===== config.mk =====
export PLATFORM = sky130hd
export DESIGN_NAME = serial_adder
export DESIGN_NICKNAME = d
export VERILOG_FILES = /design/src/rtl/serial_adder_pkg.sv /design/src/rtl/full_adder.sv /design/src/rtl/halfadd.sv /design/src/rtl/serial_adder.sv
export SDC_FILE = /design/constraint.sdc
export NUM_CORES = 1
export LEC_CHECK = 0
export CORE_UTILIZATION = 55
export DETAILED_ROUTE_END_ITERATION = 8
export DONT_BUFFER_PORTS = 1
export PLACE_DENSITY = 0.74
export SYNTH_ARGS = -nofsm -noshare
export SYNTH_HDL_FRONTEND = slang
export SYNTH_SLANG_ARGS = --single-unit

===== constraint.sdc =====
create_clock -name clk -period 1.39 [get_ports clk]
set_input_delay 0.278 -clock clk [delete_from_list [all_inputs] [get_ports clk]]
set_output_delay 0.278 -clock clk [all_outputs]
set_load 0.05 [all_outputs]

===== src/rtl/serial_adder_pkg.sv =====
// Shared types for the bit-serial adder/subtractor.
// The FSM walks IDLE -> CALC -> DONE -> IDLE.
package serial_adder_pkg;

  typedef enum logic [1:0] {
    StIdle = 2'd0,
    StCalc = 2'd1,
    StDone = 2'd2
  } state_e;

  localparam int unsigned DefaultWidth = 8;

endpackage


===== src/rtl/full_adder.sv =====
// One-bit full adder composed of two half adders and an OR of their carries.
module full_adder (
  input  logic i_a,
  input  logic i_b,
  input  logic i_ci,
  output logic o_s,
  output logic o_co
);

  logic w_s1;
  logic w_c1;
  logic w_c2;

  halfadd u_ha0 (
    .i_a (i_a),
    .i_b (i_b),
    .o_s (w_s1),
    .o_c (w_c1)
  );

  halfadd u_ha1 (
    .i_a (w_s1),
    .i_b (i_ci),
    .o_s (o_s),
    .o_c (w_c2)
  );

  assign o_co = w_c1 | w_c2;

endmodule


===== src/rtl/halfadd.sv =====
// Combinational half adder: sum and carry of two bits.
module halfadd (
  input  logic i_a,
  input  logic i_b,
  output logic o_s,
  output logic o_c
);

  assign o_s = i_a ^ i_b;
  assign o_c = i_a & i_b;

endmodule


===== src/rtl/serial_adder.sv =====
// Bit-serial adder/subtractor: one full-adder cell processes operands LSB-first,
// one bit per clock, between a valid/ready input and a valid/ready output.
module serial_adder
  import serial_adder_pkg::*;
#(
  parameter int unsigned WIDTH = DefaultWidth
) (
  input  logic             clk,
  input  logic             rst_n,
  input  logic             i_in_valid,
  output logic             o_in_ready,
  input  logic [WIDTH-1:0] i_a,
  input  logic [WIDTH-1:0] i_b,
  input  logic             i_cin,
  input  logic             i_sub,
  output logic             o_out_valid,
  input  logic             i_out_ready,
  output logic [WIDTH-1:0] o_sum,
  output logic             o_cout,
  output logic             o_ovf
);

  localparam int unsigned CntW = $clog2(WIDTH + 1);

  state_e           r_state;
  state_e           w_state_next;
  logic [WIDTH-1:0] r_a;
  logic [WIDTH-1:0] r_b;
  logic [WIDTH-1:0] r_sum;
  logic [WIDTH-1:0] w_sum_shift;
  logic [CntW-1:0]  r_cnt;
  logic             r_carry;
  logic             r_cout;
  logic             r_ovf;
  logic             w_s;
  logic             w_co;
  logic             w_accept;
  logic             w_last;

  full_adder u_fa (
    .i_a  (r_a[0]),
    .i_b  (r_b[0]),
    .i_ci (r_carry),
    .o_s  (w_s),
    .o_co (w_co)
  );

  assign w_accept = (r_state == StIdle) && i_in_valid;
  assign w_last   = (r_state == StCalc) && (r_cnt == CntW'(WIDTH - 1));

  // New sum bit enters at the MSB so bit 0 lands in place after WIDTH shifts.
  always_comb begin
    w_sum_shift            = r_sum >> 1;
    w_sum_shift[WIDTH-1]   = w_s;
  end

  always_ff @(posedge clk or negedge rst_n) begin
    if (!rst_n) begin
      r_state <= StIdle;
    end else begin
      r_state <= w_state_next;
    end
  end

  always_comb begin
    w_state_next = r_state;
    unique case (r_state)
      StIdle:  if (i_in_valid) w_state_next = StCalc;
      StCalc:  if (w_last) w_state_next = StDone;
      StDone:  if (i_out_ready) w_state_next = StIdle;
      default: w_state_next = StIdle;
    endcase
  end

  always_comb begin
    o_in_ready  = (r_state == StIdle);
    o_out_valid = (r_state == StDone);
  end

  always_ff @(posedge clk or negedge rst_n) begin
    if (!rst_n) begin
      r_a     <= '0;
      r_b     <= '0;
      r_sum   <= '0;
      r_cnt   <= '0;
      r_carry <= 1'b0;
      r_cout  <= 1'b0;
      r_ovf   <= 1'b0;
    end else if (w_accept) begin
      r_a     <= i_a;
      r_b     <= i_sub ? ~i_b : i_b;
      r_carry <= i_sub | i_cin;
      r_cnt   <= '0;
    end else if (r_state == StCalc) begin
      r_a     <= r_a >> 1;
      r_b     <= r_b >> 1;
      r_sum   <= w_sum_shift;
      r_carry <= w_co;
      r_cnt   <= r_cnt + CntW'(1);
      if (w_last) begin
        r_cout <= w_co;
        r_ovf  <= r_carry ^ w_co;
      end
    end
  end

  assign o_sum  = r_sum;
  assign o_cout = r_cout;
  assign o_ovf  = r_ovf;

endmodule


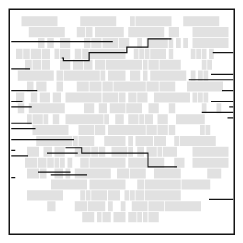
Fig. 1. Metal 3 (run 1).
Scale: 4 px per µm.
wire length on this layer: 208 µm
longest straight run: 25.1 µm
main direction: horizontal
vias post-DR: 1277
met3 Usage GRT: 10.5%
final wirelength: 3580 µm

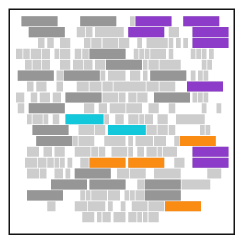
Fig. 2. Sequential cells grouped by signal name (run 1).
Scale: 4 px per µm.
legend:
  `r_state`:
    color: cyan
    sequential_cells: 2
  `o_sum`:
    color: purple
    sequential_cells: 8
  `r_cnt`:
    color: orange
    sequential_cells: 4
FF/Latch Area: 828 µm²
sequential fraction of total cell area: 42.1%
flip-flop and latch power: 0.00219 W
post-layout util: 71.3%

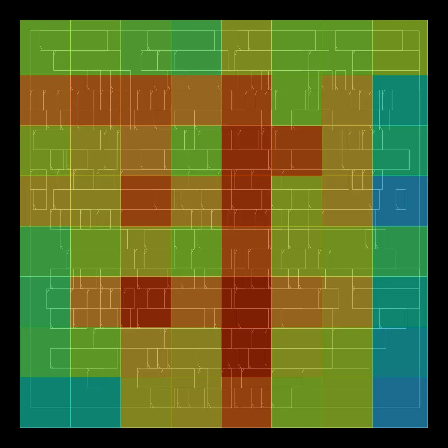
Fig. 3. Routing congestion (run 1).
met2 Usage GRT: 38.0%
most used routing layer: met2
drt wl/cell: 16.0 µm
met1 Track Usage GR: 32.0%
GR Util All Layers: 24.8%

==> run 1: synthesized netlist by cell type (all sizes together) (2+ instances only) <==
library cell | instances | area share [%]
a21oi | 8 | 2.5
a22oi | 7 | 3.3
a31oi | 7 | 2.7
buf | 7 | 2.5
clkbuf | 5 | 1.2
dfrtp | 33 | 52
inv | 3 | 0.71
mux2 | 2 | 1.4
nand2 | 43 | 10
nand3 | 4 | 1.3
nor2 | 11 | 2.6
nor2b | 9 | 3.5
nor3b | 2 | 1.3
o21ai | 12 | 3.8
xor2 | 8 | 4.4
==> run 1: kinds of logic after synthesis <==
family / after synthesis / share of synthesized area [%]
AOI/OAI and AO/OA: 37 / 13.7
xor gates and xnor gates: 9 / 4.94
adders and majority gates: 2 / 2.04
buffers and inverters: 15 / 4.39
DFF: 33 / 51.8
muxes: 3 / 2.04
and+or+nand+nor: 74 / 21.1
==> run 1: final timing paths <==
path,start,to,slack (ns),cells past startpoint
max reg2reg,r_state[0],r_b[3],-0.05,5
min reg2reg,r_b[7],r_b[7],0.53,2
max in group asynchronous,rst_n,r_state[0],0.82,2
min in group asynchronous,rst_n,r_cnt[0],0.38,2
max,r_state[0],o_out_valid,-0.06,3
min,i_a[7],r_a[7],0.05,2
==> run 1: state kept, by name (all words and copies together) (netlist names) <==
name     cells
o_cout       1
o_ovf        1
o_sum        8
r_state      2
r_a          8
r_carry      1
r_b          8
r_cnt        4
==> run 1: routing by layer <==
metal | share of wire (%) | wire length (µm)
met1 | 44 | 1570
met2 | 50 | 1780
met3 | 5.8 | 207
met4 | 0.59 | 21
met5 | 0 | 0
==> run 1: area by class of cell <==
type,instances,area [µm²]
Clock buffer,8,48.8
Fill cell,219,791
Sequential cell,33,828
Inverter,3,11.3
Tap cell,31,38.8
Multi-Input combinational cell,125,786
Timing Repair Buffer,24,254
==> changes_impl.md, run 1 <==
### Changed

* CP endpoint kind: primary output
* RD Place Congestion at 0.838
* # Post-CTS Setup Buffers at 7
* Synth Seq Share at 51.8%
* CTS Buffer Depth at 2
* TritonCTS clock tree: yes
* Pwr dens at 2380 nW/µm²
* Clock Tree Root: clkbuf_4
* WP data required at 1.11 ns
* First-pass GRT wire length at 5820 µm
* CP peak stage delay at 0.45 ns
* Post-CTS sizing at 11
* Area of the core at 2760 µm²
* Period minus WS final at 1.45 ns
* Avg Cell Area, Syn at 9.22 µm²
* Syn. warnings at 0
* Biggest consumer: sequential cells
* Worst Max-Slew Pin Slew at 0.506 ns
* CTS sink count at 33
* Die Size at 3120 µm²
* Unrepaired setup endpoints after global routing: true
* Netlist Area Pre-Place at 1600 µm²
* Max-slew violations at 0
* Slew headroom at 66.2%
* Placed insts at 206
* DIE WIDTH at 55.9 µm
* Failing checks: setup timing
* Status: finished with violations
* FP Core Util at 57.8%
* Top cells excl fill/tap: nand2_1, dfrtp_1, buf_4
* Final hold vios at 0
* PnR worst setup slack at -0.0562 ns
* Pre-CTS setup slack at -0.00133 ns
* Largest net degree at the start of global routing at 34
* Remaining antenna violation count at 0
* Cts hold-fix bufs at 2
* Die Y at 55.9 µm
* Syn Inst Count at 173
* Post-synth EDFFs at 0
* Max Fclk at 0.691 GHz
* DR vias/cell at 5.70
* Initial antenna violation count at 0
* Cycle use final at 104%
* Mapped Nets at 197
* Final setup TNS at -0.397 ns
* Fin Hold WS at 0.0453 ns
* Nets at 216
* Clock Power Share at 10.9%
* Final setup viols at 12
* Top Family by Delay on Critical Path: flip-flops
* P_clk at 0.000511 W
* Pre-antenna DRT Iters at 5
* Worst-Skew Late Latency at 0.34 ns
* Synth Flop Type: dfrtp_1
* Startpoint Class: register
* GRT overflow at 0
* Combinational share of power at 42.2%
* Share of layout cells above drive strength 1 at 24.9%
* WS Path Type: register to primary output
* Violation tally from detailed-route iteration zero at 65
* Fin Clk Skew at 0.00762 ns
* Reg clk slew, reported paths at 0.10 ns
* Tot Pwr at 0.00467 W
* Design Area, Final at 1970 µm²
* Most frequent logic cell in the layout: nand2_1
* Post-detail-place hpwl at 2220 µm
* Non-filler cells, final at 224
* Port buffer count at 0
* Number of H-tree levels at 2
* Worst path cell trace: buf_6 > nor2_4 > buf_12
* Max-Cap Viols at 0
* Sw frac at 45.7%
* DP Area at 1710 µm²
* Hold WC Path Type: input pin to register
* Drt drc at 0
* Tool warning count at 28
* Vias in the first global route at 1250
Fig. 4: run 1, routed metal, one color a layer
Scale: 4 px per µm.
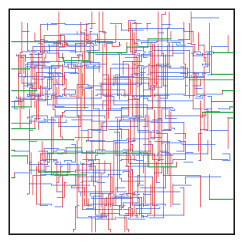

==> run 2, diff against run 1 <==
- ABC_AREA: not set -> 1
- GPL_ROUTABILITY_DRIVEN: not set -> 0
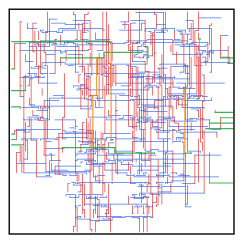
Fig. 5. Routed metal, one color a layer (run 2).
Scale: 4 px per µm.
legend:
  M4:
    color: orange
    wire_length: 79.1 µm
  M1:
    color: blue
    wire_length: 1370 µm
  M3:
    color: green
    wire_length: 117 µm
  M2:
    color: red
    wire_length: 1520 µm
final wirelength: 3090 µm
vias post-DR: 1315
GR Util All Layers: 22.6%
drt wl/cell: 12.1 µm

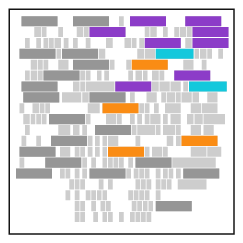
Fig. 6. Sequential cells grouped by signal name (run 2).
Scale: 4 px per µm.
legend:
  `r_state`:
    color: cyan
    sequential_cells: 2
  `r_cnt`:
    color: orange
    sequential_cells: 4
    where: center
  `o_sum`:
    color: purple
    sequential_cells: 8
sequential fraction of total cell area: 45.6%
flip-flop and latch power: 0.00212 W
post-layout util: 65.8%

==> changes_impl.md, run 2 <==
### Changed

* Status: finished clean
* Biggest consumer: sequential cells
* CP endpoint kind: primary output
* Top Family by Delay on Critical Path: flip-flops
* Vias in the first global route at 1301 (+4.1%)
* Max-Cap Viols at 0 (unchanged)
* Period minus WS final at 1.38 ns (-0.0680 ns)
* Largest net degree at the start of global routing at 34 (unchanged)
* TritonCTS clock tree: yes
* Post-detail-place hpwl at 2150 µm (-3.2%)
* Met1 Track Usage GR at 26.4% (-5.6 points)
* Most used routing layer: met2
* DIE WIDTH at 55.8 µm (about the same)
* Unrepaired setup endpoints after global routing: true
* Simple Share, Synth at 32.2% (+11 points)
* Synth Flop Type: dfrtp_1
* CTS sink count at 33 (unchanged)
* Clock Power Share at 17.4% (+6.5 points)
* Hold WC Path Type: input pin to register
* Area of the core at 2760 µm² (unchanged)
* Gate Area at 664 µm² (-15%)
* WL met3 at 117 µm (-43%)
* Pre-CTS setup slack at 0.0761 ns (+0.0774 ns)
* Fillers at 245 (+12%)
* Placed insts at 241 (+17%)
* PnR worst setup slack at 0.0118 ns (+0.0680 ns)
* Most frequent logic cell in the layout: nand2_1
* Drt drc at 0 (unchanged)
* Tool warning count at 28 (unchanged)
* Non-filler cells, final at 255 (+14%)
* Synth top cells by count: nand2_1, dfrtp_1, inv_1
* P_clk at 0.000746 W (+46%)
* Remaining antenna violation count at 0 (unchanged)
* Cycle use final at 99.2% (-4.9 points)
* Syn Inst Count at 210 (+21%)
* Tot Pwr at 0.00428 W (-8.3%)
* Clock Tree Root: clkbuf_4
* Slew headroom at 66.3% (about the same)
* Nets at 247 (+14%)
* Share of layout cells above drive strength 1 at 13.4% (-11 points)
* CP peak stage delay at 0.43 ns (-0.02 ns)
* FP Core Util at 57.8% (about the same)
* Violation tally from detailed-route iteration zero at 30 (-54%)
* Cell with the most instances after synthesis: nand2_1
* WP data required at 1.11 ns (about the same)
* Pre-antenna DRT Iters at 5 (unchanged)
* DR vias/cell at 5.16 (-9.5%)
* Pwr dens at 2360 nW/µm² (-0.70%)
* Design Area, Final at 1820 µm² (-7.7%)
* First-pass GRT wire length at 5350 µm (-8.1%)
* Startpoint Class: register
* Fin Clk Skew at 0.00600 ns (-0.00162 ns)
* Mux cell area share at 0% (-2.0 points)
* Reg clk slew, reported paths at 0.10 ns (about the same)
* DR top layer: met4
* Final setup TNS at 0 ns (+0.397 ns)
* Metal-1 WL at 1370 µm (-13%)
* Die Size at 3120 µm² (about the same)
* GRT overflow at 0 (unchanged)
* Yosys adder share at 2.04% (about the same)
* Max Fclk at 0.726 GHz (+4.9%)
* Number of H-tree levels at 2 (unchanged)
* Fin Hold WS at 0.0194 ns (-0.0259 ns)
* DP Area at 1650 µm² (-3.7%)
* Comb area leader: simple AND/OR/NAND/NOR gates
* Combinational share of power at 33.2% (-9.0 points)
* Max-slew violations at 0 (unchanged)
* FF/Latch Area at 828 µm² (unchanged)
* Final setup viols at 0 (-12)
* Aoi share at 5.02% (-8.7 points)
* Met3 Usage GRT at 6.98% (-3.5 points)
* CTS Buffer Depth at 2 (unchanged)
## run 2: cell types whose count changed in the layout (fill, tap and decap cells not counted), moves of 3 or more
| cell | previous run | this run |
|---|---|---|
| nand2_1 | 43 | 114 |
| inv_1 | 2 | 14 |
| a21oi_1 | 8 | 0 |
| nor2b_1 | 8 | 0 |
| a22oi_1 | 7 | 0 |
| nand3_1 | 4 | 11 |
| xor2_1 | 8 | 1 |
| a31oi_1 | 6 | 0 |
| buf_6 | 7 | 1 |
| nor2_4 | 6 | 2 |
| o21ai_1 | 5 | 9 |
| inv_2 | 1 | 4 |
| o21ai_0 | 7 | 4 |
## run 2: final cells by class
type / instances / share of cell area (%)
Sequential cell: 33 / 45.6
Multi-Input combinational cell: 151 / 36.6
Timing Repair Buffer: 14 / 7.24
Inverter: 18 / 3.72
Clock buffer: 7 / 3.03
Tap cell: 31 / 2.14
Clock inverter: 1 / 1.65
## run 2: final timing paths
check                            startpoint           to  slack (ns)  cells after the start
worst max-delay path             r_state[1]  o_out_valid        0.01                      3
worst min-delay path            i_out_ready   r_state[1]        0.02                      1
worst max register to register      r_carry        o_ovf        0.08                      3
worst min register to register       r_b[5]       r_b[5]        0.50                      2
max in group asynchronous             rst_n   r_state[0]        0.82                      2
min in group asynchronous             rst_n   r_state[1]        0.39                      2
## run 2: what timing repair did
action | CTS | global route
endpoints found under the setup margin | 2 | 22
buffers inserted | 3 | 1
hold endpoints to repair | 33 | 0
hold buffers | 2 | 0
resized | 5 | 3
pin swaps | 1 | 1
## run 2: kinds of logic after synthesis
kind of cell,after synthesis
AOI/OAI and AO/OA,15
xor gates and xnor gates,3
adders and majority gates,2
buffers and inverters,26
DFF,33
and+or+nand+nor,131
Fig. 7: run 2, metal 3
Scale: 4 px per µm.
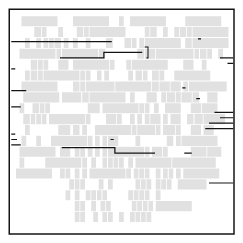

==> run 3, diff against run 2 <==
- CAP_MARGIN: not set -> 10
- REMOVE_ABC_BUFFERS: not set -> 1
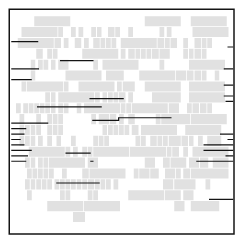
Fig. 8. Metal 3 (run 3).
Scale: 4 px per µm.
main direction: horizontal
share of all routed wire: 5.8%
wire length on this layer: 164 µm
nets with wire on the layer: 27
longest straight run: 15.9 µm
vias post-DR: 1274
met3 Usage GRT: 6.05%
final wirelength: 2810 µm

==> changes_impl.md, run 3 <==
### Changed

* Status: finished clean
* CP peak stage delay at 0.45 ns (+0.02 ns)
* Vias in the first global route at 1206 (-7.3%)
* Cycle use final at 96.2% (-2.9 points)
* FF/Latch Area at 827 µm² (-0.15%)
* Violation tally from detailed-route iteration zero at 76 (+150%)
* Worst R2R Start: r_carry
* Pre-antenna DRT Iters at 4 (-1)
* Pre-CTS setup slack at 0.138 ns (+0.0616 ns)
* Post-detail-place hpwl at 1920 µm (-11%)
* Gate Area at 664 µm² (unchanged)
* Post-synth EDFFs at 0
* Largest area contributor in the netlist: dfrtp_1
* Ys cells at 210
* Synth Flop Type: dfrtp_1
* Number of clock buffers inserted by TritonCTS at 5
* Worst-Skew Late Latency at 0.32 ns
* Slew headroom at 65.9% (-0.38 points)
* Initial antenna violation count at 0
* Die Y at 55.8 µm
* CP endpoint kind: primary output
* DIE WIDTH at 55.8 µm (unchanged)
* Biggest area cells: dfrtp_1, nand2_1, inv_1
* Port buffer count at 0
* Post-CTS sizing at 1 (-4)
* Fin Hold WS at 0.0326 ns (+0.0132 ns)
* Area of the core at 2760 µm² (unchanged)
* Crit-path max FO at 3
* Top cells excl fill/tap: nand2_1, dfrtp_1, inv_1
* Tool warning count at 25 (-11%)
* Netlist Area Pre-Place at 1590 µm²
* Hold WC Path Type: input pin to register
* Synth top cells by count: nand2_1, dfrtp_1, inv_1
* Max Fclk at 0.748 GHz (+3.1%)
* PnR worst setup slack at 0.0526 ns (+0.0408 ns)
* Die Size at 3120 µm² (unchanged)
* Worst Setup SP: r_state[1]
* Fillers at 234 (-4.5%)
* Period minus WS final at 1.34 ns (-0.0408 ns)
* Remaining antenna violation count at 0 (unchanged)
* Largest net degree at the start of global routing at 34 (unchanged)
* Startpoint Class: register
* CTS sink count at 33 (unchanged)
* Final hold vios at 0
* GRT overflow at 0 (unchanged)
* Final setup viols at 0 (unchanged)
* Area grow syn2layout at 11.1%
* Leak at 0.972 nW
* FP Core Util at 57.8% (unchanged)
* Syn Inst Count at 210 (unchanged)
* Hold path endpoint: r_state[1]
* Number of H-tree levels at 2 (unchanged)
* Syn. warnings at 0
* Avg Cell Area, Syn at 7.59 µm²
* Synth flops at 33
* Hold Path Cell Cnt at 1 (unchanged)
* R2R Setup Slk at 0.12 ns (+0.04 ns)
* Placed insts at 239 (-0.83%)
* HP Start: i_out_ready
* Cts hold-fix bufs at 2 (unchanged)
* Pwr dens at 2260 nW/µm² (-4.3%)
* Clock Tree Root: clkbuf_4
* Final setup TNS at 0 ns (unchanged)
* Async S/R FF share, synth at 100%
* Share of layout cells above drive strength 1 at 11.8% (-1.6 points)
* TritonCTS clock tree: yes
* Design Area, Final at 1770 µm² (-2.5%)
* Unrepaired setup endpoints after global routing: false
* Most frequent logic cell in the layout: nand2_1
* R2r endpoint: o_ovf
* Yosys Chip Area at 1590 µm²
* WP data required at 1.11 ns (about the same)
* Rows at 19
* Drt drc at 0 (unchanged)
* Reg clk slew, reported paths at 0.09 ns (about the same)
* Cell with the most instances after synthesis: nand2_1
* Inserted Diodes at 0
* Synth Seq Share at 51.8%
* Crit-path slowest cell: dfrtp_2
* # Post-CTS Setup Buffers at 2 (-1)
* Non-filler cells, final at 252 (-1.2%)
* WS Path Type: register to primary output
* Tot Pwr at 0.00400 W (-6.7%)
* Max-Cap Viols at 0 (unchanged)
* Fin Clk Skew at 0.00475 ns (-0.00125 ns)
* VDD IR max at 1730 µV
* Worst Max-Slew Pin Slew at 0.511 ns
* Top-area cell share at 51.8%
* # IOs at 34
* DP Area at 1640 µm² (-0.46%)
* Netlist cell types at 19
* Nets at 244 (-1.2%)
* First-pass GRT wire length at 5120 µm (-4.3%)
* Max-slew violations at 0 (unchanged)
* Arrival time at the worst endpoint at 1.06 ns
* R2R depth at 3 (unchanged)
* Worst path cell trace: nor2_4 > buf_8
* CTS Buffer Depth at 2 (unchanged)
* DR vias/cell at 5.06 (-2.0%)
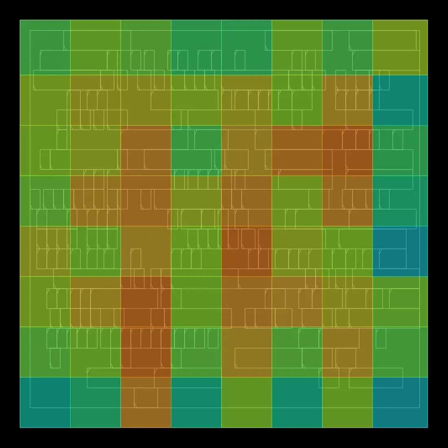
Fig. 9. Routing congestion (run 3).
drt wl/cell: 11.2 µm
met2 Usage GRT: 33.6%
post-layout util: 64.2%
met1 Track Usage GR: 26.9%
GR Util All Layers: 20.9%

## run 3: cell counts after synthesis
No cell type changed its count.
## run 3: routing by layer
layer | track usage, % | up-vias | wire, µm
met1 | 26.9 | 577 | 1280
li1 | - | 658 | -
met3 | 6.05 | 5 | 163
met5 | 0 | - | 0
met4 | 8.36 | 0 | 41
met2 | 33.6 | 34 | 1330
## run 3: worst max-delay path: cells and delay by family (launching register included)
family,cells,cell delay (ns)
AND/OR/NAND/NOR,1,0.13
flip-flops,1,0.45
buffers and inverters,1,0.16
## run 3: how the worst max path moves through the flow
stage | end | slack, ns | cells past startpoint
after floorplan | r_b[0] | -0.26 | 6
after global placement | o_ovf | 0.15 | 3
after detailed placement | o_ovf | 0.14 | 3
after CTS | o_out_valid | 0.003 | 3
after global routing | o_in_ready | 0.007 | 2
final | o_in_ready | 0.05 | 2
## run 3: power breakdown
part,internal [W],switching (W),total (W)
sequential,0.00136,0.000733,0.00209
clock,0.000192,0.000300,0.000492
combinational,0.000588,0.000822,0.00141
total,0.00214,0.00185,0.00400
## run 3: cell families (layout without fill, tap and decap cells)
| logic type | Yosys count | count (layout) | synth area share, % |
|---|---|---|---|
| DFF | 33 | 33 | 51.8 |
| adders and majority gates | 2 | 2 | 2.04 |
| xor gates and xnor gates | 3 | 3 | 1.65 |
| and+or+nand+nor | 131 | 131 | 32.2 |
| AOI/OAI and AO/OA | 15 | 15 | 5.02 |
| buffers and inverters | 26 | 37 | 7.30 |
## run 3: final cells by class
class	count	area share, %
multi-input combinational	151	37.5
sequential	33	46.7
clock inverter	2	0.565
inverter	18	3.82
clock buffer	6	2.33
timing repair buffer	11	6.86
tap	31	2.19

==> notes/layouts.md <==
Pictures saved along the way, in no particular order.

Clock wires, drivers and flops.
Scale: 6 px per µm.
image #1
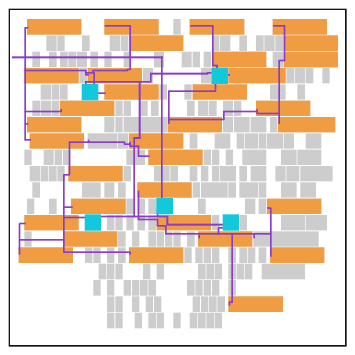
image #2
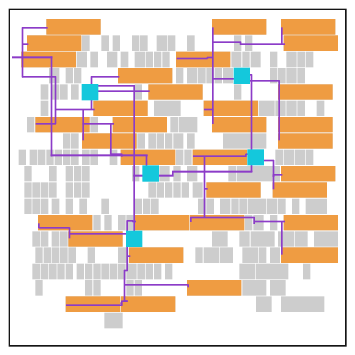
image #3
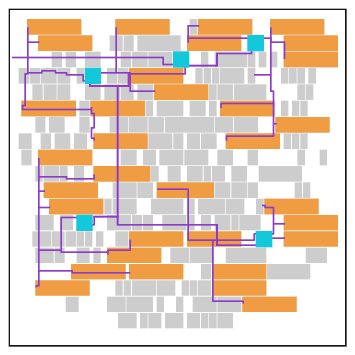
image #3: run 1
image #1: run 2
image #2: run 3

Key to image #2:
legend:
  clock-net drivers:
    color: cyan
    count: 5
  flip-flops:
    color: orange
    count: 33
  clock wires:
    color: purple
    length: 356 µm
flops lie: all over the die
routed clock nets: 6

Power is estimated from default activity; no workload was simulated.
